Floorplan with the power grid:
Scale bar: 20 µm. Pins as bars on the die edge.
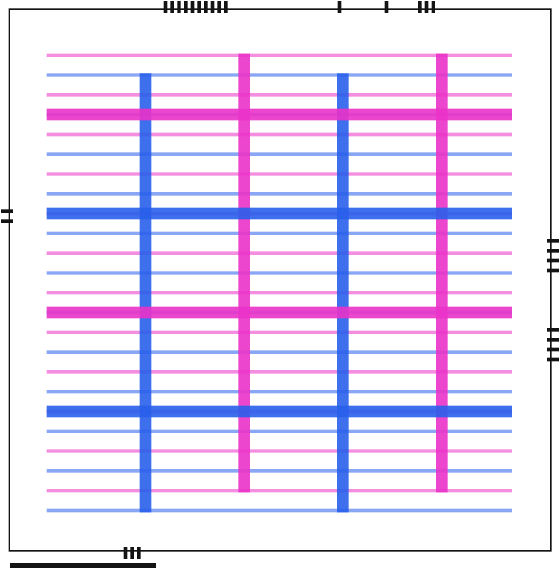
Cells colored by class:
Scale bar: 20 µm.
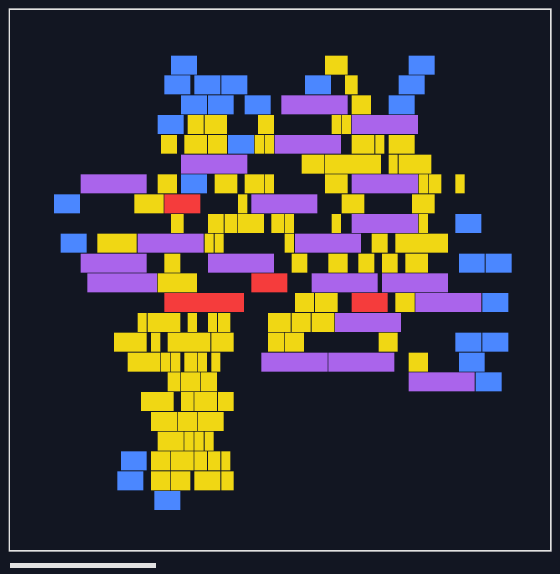
Routed clock nets over the placement:
Scale bar: 20 µm.
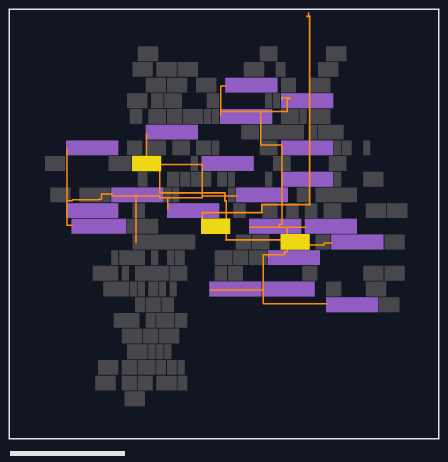
Wiring by layer:
Only two layers are drawn.
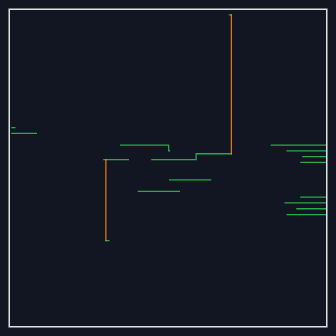
$ cat config.mk
export PLATFORM = sky130hd
export DESIGN_NAME = count_scheduler
export DESIGN_NICKNAME = d
export VERILOG_FILES = /design/src/rtl/count_sched_pkg.sv /design/src/rtl/count_scheduler_rr_arbiter.sv /design/src/rtl/count_scheduler.sv
export SDC_FILE = /design/constraint.sdc
export NUM_CORES = 1
export LEC_CHECK = 0
export CORE_MARGIN = 5
export CORE_UTILIZATION = 30
export CTS_BUF_LIST = sky130_fd_sc_hd__clkbuf_2 sky130_fd_sc_hd__clkbuf_4 sky130_fd_sc_hd__clkbuf_8
export CTS_CLUSTER_DIAMETER = 40
export DETAILED_ROUTE_END_ITERATION = 7
export SLEW_MARGIN = 10
export SYNTH_ARGS = -nofsm -noshare
export SYNTH_HDL_FRONTEND = slang
export SYNTH_HIERARCHICAL = 1
export SYNTH_SLANG_ARGS = --single-unit
$ cat constraint.sdc
create_clock -name clk -period 5.5 [get_ports clk]
set_input_delay 1.1 -clock clk [delete_from_list [all_inputs] [get_ports clk]]
set_output_delay 1.1 -clock clk [all_outputs]
set_load 0.02 [all_outputs]
$ cat src/rtl/count_sched_pkg.sv
// Shared types and reset values for the count_scheduler slice.
// Optional feature macro used by the slice: COUNT_SCHED_ABORT_EN.
package count_sched_pkg;

  typedef enum logic [1:0] {
    ST_IDLE  = 2'd0,
    ST_COUNT = 2'd1,
    ST_DONE  = 2'd2
  } state_t;

  localparam state_t RST_STATE = ST_IDLE;
  localparam logic   RST_BUSY  = 1'b0;
  localparam logic   RST_ABORT = 1'b0;

  // Width of a requester index; a single requester still needs one bit.
  function automatic int idx_width(input int m);
    return (m > 1) ? $clog2(m) : 1;
  endfunction

endpackage

$ cat src/rtl/count_scheduler_rr_arbiter.sv
// Combinational rotate-priority search: first set req bit above 'last', wrapping.
module rr_arbiter #(
  parameter int M  = 3,
  parameter int LW = count_sched_pkg::idx_width(M)
) (
  input  logic [M-1:0]  req,
  input  logic [LW-1:0] last,
  output logic [M-1:0]  grant_next,
  output logic          any
);

  localparam int unsigned MU = M;

  logic [LW-1:0] pos;

  always_comb begin
    grant_next = '0;
    any        = 1'b0;
    pos        = '0;
    for (int unsigned k = 1; k <= MU; k++) begin
      pos = LW'((32'(last) + k) % MU);
      if (!any && req[pos]) begin
        grant_next[pos] = 1'b1;
        any             = 1'b1;
      end
    end
  end

endmodule

$ cat src/rtl/count_scheduler.sv
// Round-robin sharing of one N-bit interval counter between M requesters.
// Define COUNT_SCHED_ABORT_EN to add the abort output and early-release on req drop.
module count_scheduler
  import count_sched_pkg::*;
#(
  parameter int N = 4,
  parameter int M = 3
) (
  input  logic           clk,
  input  logic           rst,
  input  logic [M-1:0]   req,
  input  logic [M*N-1:0] len,
  output logic [M-1:0]   gnt,
  output logic [M-1:0]   done,
  output logic           busy,
  output logic [N-1:0]   count
`ifdef COUNT_SCHED_ABORT_EN
  ,
  output logic           abort
`endif
);

  localparam int LW = idx_width(M);
  localparam logic [LW-1:0] RST_LAST = LW'(M - 1);

  state_t        state_q, state_d;
  logic [M-1:0]  gnt_q, gnt_d;
  logic [M-1:0]  done_q, done_d;
  logic [N-1:0]  count_q, count_d;
  logic [N-1:0]  len_q, len_d;
  logic [LW-1:0] last_q, last_d;
  logic [LW-1:0] win_q, win_d;
`ifdef COUNT_SCHED_ABORT_EN
  logic          abort_q, abort_d;
`endif

  logic [M-1:0]  arb_gnt;
  logic          arb_any;
  logic [LW-1:0] arb_idx;
  logic [N-1:0]  arb_len;

  rr_arbiter #(.M(M), .LW(LW)) u_arb (
    .req        (req),
    .last       (last_q),
    .grant_next (arb_gnt),
    .any        (arb_any)
  );

  always_comb begin
    arb_idx = '0;
    arb_len = '0;
    for (int unsigned i = 0; i < M; i++) begin
      if (arb_gnt[i]) begin
        arb_idx = LW'(i);
        arb_len = len[i*N +: N];
      end
    end
  end

  always_comb begin
    state_d = state_q;
    gnt_d   = gnt_q;
    done_d  = '0;
    count_d = count_q;
    len_d   = len_q;
    last_d  = last_q;
    win_d   = win_q;
`ifdef COUNT_SCHED_ABORT_EN
    abort_d = 1'b0;
`endif
    case (state_q)
      ST_IDLE: begin
        gnt_d   = '0;
        count_d = '0;
        if (arb_any) begin
          state_d = ST_COUNT;
          gnt_d   = arb_gnt;
          len_d   = arb_len;
          win_d   = arb_idx;
        end
      end
      ST_COUNT: begin
`ifdef COUNT_SCHED_ABORT_EN
        // A dropped request ends the interval early; count keeps its last value.
        if (!req[win_q]) begin
          state_d = ST_DONE;
          gnt_d   = '0;
          abort_d = 1'b1;
          last_d  = win_q;
        end else
`endif
        if (count_q == len_q) begin
          state_d = ST_DONE;
          gnt_d   = '0;
          done_d  = gnt_q;
          last_d  = win_q;
        end else begin
          count_d = count_q + N'(1);
        end
      end
      ST_DONE: begin
        state_d = ST_IDLE;
        count_d = '0;
      end
      default: begin
        state_d = ST_IDLE;
        gnt_d   = '0;
        count_d = '0;
      end
    endcase
  end

  always_ff @(posedge clk or posedge rst) begin
    if (rst) begin
      state_q <= RST_STATE;
      gnt_q   <= '0;
      done_q  <= '0;
      count_q <= '0;
      len_q   <= '0;
      last_q  <= RST_LAST;
      win_q   <= '0;
`ifdef COUNT_SCHED_ABORT_EN
      abort_q <= RST_ABORT;
`endif
    end else begin
      state_q <= state_d;
      gnt_q   <= gnt_d;
      done_q  <= done_d;
      count_q <= count_d;
      len_q   <= len_d;
      last_q  <= last_d;
      win_q   <= win_d;
`ifdef COUNT_SCHED_ABORT_EN
      abort_q <= abort_d;
`endif
    end
  end

  assign gnt   = gnt_q;
  assign done  = done_q;
  assign count = count_q;
  assign busy  = (state_q != ST_IDLE) ? 1'b1 : RST_BUSY;
`ifdef COUNT_SCHED_ABORT_EN
  assign abort = abort_q;
`endif

endmodule

==> ci_impl_report.md <==
### Yosys + OpenROAD results

| Metric | Value |
|---|---|
| Synth top cell by count | `dfrtp_1` |
| Ys flop type | `dfrtp_1` |
| Pin count of the biggest net entering global routing | `21` |
| Layout cell share with drive strength beyond 1 | `approximately an eighth` |
| Worst setup EP type | `register` |
| Unique cell types | `36` |
| CTS clk-pin slew, worst paths | `0.07 ns` |
| # DRC | `0` |
| Status | `completed` |
| YS chip area | `about 1200 µm²` |
| Num CTS Buffers | `3` |
| Top logic family | `simple AND/OR/NAND/NOR gates` |
| Total routed wirelength | `approximately 2700 µm` |
| FFs w/ async S/R, synth | `100.0%` |
| Routed vias | `roughly 990` |
| Clock power share | `around 16%` |
| Overflow left after global routing | `0` |
| Mean Syn Cell Area | `9.979 µm²` |
| Final HPWL from detailed placement | `~2100 µm` |
| First-pass DRT Iterations | `4` |
| Layout area overhead | `31.55%` |
| Hold Crit Class | `register to register` |
| Top cells by area | `dfrtp_1, nand2_1, ha_1` |
| Peak supply drop | `0.0002138 V` |
| Die ar. | `roughly 5500 µm²` |
| Switching Share | `around two fifths` |
| Layout Nets | `roughly 180` |
| Combinational fraction of design power | `a little under three fifths` |
| RSZ-0062 raised after global routing | `no` |
| Period minus WS final | `2.895 ns` |
| Crit Path Max Fanout | `12` |
| GRT Total Usage | `between 10% and 20%` |
| PortBufs | `27` |
| Final Max Tran Viols | `0` |
| Remaining antenna violation count | `0` |
| WL/cell | `~13 µm` |
| Initial DRC count | `approximately 57` |
| Top cells by count | `dfrtp_1, nand2_1, nor2b_1` |
| Power Density | `approximately 570 nW/µm²` |
| TritonCTS clock tree | `done` |
| Initial antenna violation count | `0` |
| H-Tree Level Count | `1` |
| Worst-case clock buffer depth | `2` |
| Worst Skew | `roughly 0.0055 ns` |
| Net Count, Synth | `146` |
| Antenna diodes | `0` |
| Drt via density | `approximately 4.9` |
| Fmax | `between 0.3 and 0.4 GHz` |
| Leak Pwr | `0.6897 nW` |
| Height of the die | `between 70 and 80 µm` |
| Largest area contributor in the netlist | `dfrtp_1` |
| Worst Tran Pin Value | `a little under 0.8 ns` |
| Psw | `391.6 µW` |
| Setup_tns | `0 ns` |
| # resized after CTS | `0` |
| Top-area cell type share of the netlist area | `38.42%` |
| Post-synth regs | `20` |
| Vias in the first global route | `988` |
| Total power | `932.6 µW` |
| Post-CTS Setup Inserts | `0` |
| Seq share, synth | `about two fifths` |
| Yosys cell count | `124` |
| # hold bufs at CTS | `0` |
| Synth warnings | `6` |
| Init Core Util | `roughly 31%` |
Back to the opening pictures, 'floorplan with the power grid':
legend:
  VSS:
    color: blue
  VDD:
    color: magenta
signal pins: 28
met1 rails: 24
met4 straps: 4
rows: 23
met5 straps: 4

Back to the opening pictures, 'cells colored by class':
legend:
  clock drivers and dummy loads:
    color: red
    cells: 4
    share_of_their_area: 4.6%
  combinational and other logic:
    color: yellow
    cells: 101
    share_of_their_area: 46%
  remaining buffers and delay cells:
    color: blue
    cells: 27
    share_of_their_area: 17%
  sequential cells:
    color: purple
    cells: 20
    share_of_their_area: 32%

Back to the opening pictures, 'routed clock nets over the placement':
legend:
  flip-flops:
    color: purple
    count: 20
  clock drivers:
    color: yellow
    count: 3
  clock wires:
    color: orange
    length: 274 µm
routed clock nets: 4

Back to the opening pictures, 'wiring by layer':
legend:
  metal 3:
    color: green
    wire_length: 129 µm
  metal 4:
    color: orange
    wire_length: 51.7 µm

[power by group through the flow]
stage | registers, mW | logic (mW) | clock network [mW]
3_3_place_gp | 0.254 | 0.528 | 0
4_1_cts | 0.252 | 0.541 | 0.151
2_1_floorplan | 0.265 | 0.394 | 0
6_report | 0.252 | 0.535 | 0.146
5_1_grt | 0.263 | 0.596 | 0.155
3_5_place_dp | 0.255 | 0.539 | 0
[cell usage in the layout (no fill, tap or decap), types with 2 or more instances in the layout]
| cell type | n |
|---|---|
| mux2_4 | 2 |
| a22oi_1 | 3 |
| o21ai_1 | 2 |
| xnor2_1 | 5 |
| a221oi_1 | 3 |
| nand2b_1 | 4 |
| dfrtp_1 | 19 |
| o31ai_1 | 3 |
| nor2_1 | 5 |
| nand3b_1 | 2 |
| o21ai_0 | 6 |
| nor2b_1 | 7 |
| a31o_2 | 2 |
| mux2i_1 | 5 |
| a21oi_1 | 4 |
| and2_2 | 4 |
| clkdlybuf4s50_1 | 27 |
| clkbuf_8 | 3 |
| ha_1 | 5 |
| o2bb2ai_1 | 3 |
| nand2_1 | 18 |
| inv_1 | 5 |
[cells by family (layout without fill, tap and decap cells)]
group	count (synthesis)	after routing
AOI/OAI and AO/OA	34	34
muxes	8	8
DFF	20	20
adders and majority gates	5	5
and+or+nand+nor	44	44
xor gates and xnor gates	5	5
buffers and inverters	8	36
[through the flow]
step	worst slack [ns]	instance area, µm²	hold WS [ns]	cells	utilization, %
final	2.605	1628	0.5001	202	40.69
after global placement	2.332	1556	0.4742	198	38.91
after detailed placement	2.344	1556	0.4872	198	38.91
after global routing	2.429	1628	0.5558	202	40.69
after CTS	2.619	1628	0.5092	202	40.69
after floorplan	3.181	1237	0.4501	124	-
[worst max-delay path, stage by stage]
cell	delay (ns)
clkdlybuf4s50_1	0.46
a21boi_0	0.16
a221o_1	0.29
o21ai_1	0.12
nand2_1	0.07
nor2b_1	0.16
nand2b_1	0.31
mux2_2	0.38
[registers in the layout, summed over array words and instances (netlist names)]
signal   cells
gnt          3
len_q        4
count        4
state_q      2
last_q       2
win_q        2
done         3
[final timing paths]
kind | slack, ns | cells after the start | startpoint | end
worst max register to register | 3.08 | 8 | last_q[1] | win_q[1]
worst min register to register | 0.50 | 2 | len_q[2] | len_q[2]
max in group asynchronous | 3.72 | 2 | rst | len_q[3]
worst min-delay path | 0.50 | 2 | len_q[2] | len_q[2]
min in group asynchronous | 1.29 | 2 | rst | count[1]
worst max-delay path | 2.60 | 8 | req[0] | win_q[1]
[cell type report]
class	count	area, µm²
fill	382	2372
multi-input combinational	96	703.2
sequential	20	501.7
timing repair buffer	27	270.3
tap	50	62.56
clock buffer	3	41.29
clock inverter	1	30.03
inverter	5	18.77
[per-layer routing]
layer	track usage, %	wire length [µm]	vias to the layer above
met5	0	0	-
met4	4.150	51	0
met3	2.568	128	4
met2	17.52	1322	21
met1	13.53	1168	466
li1	-	-	503
No activity file was given, so power comes from the tool's default toggle rates.
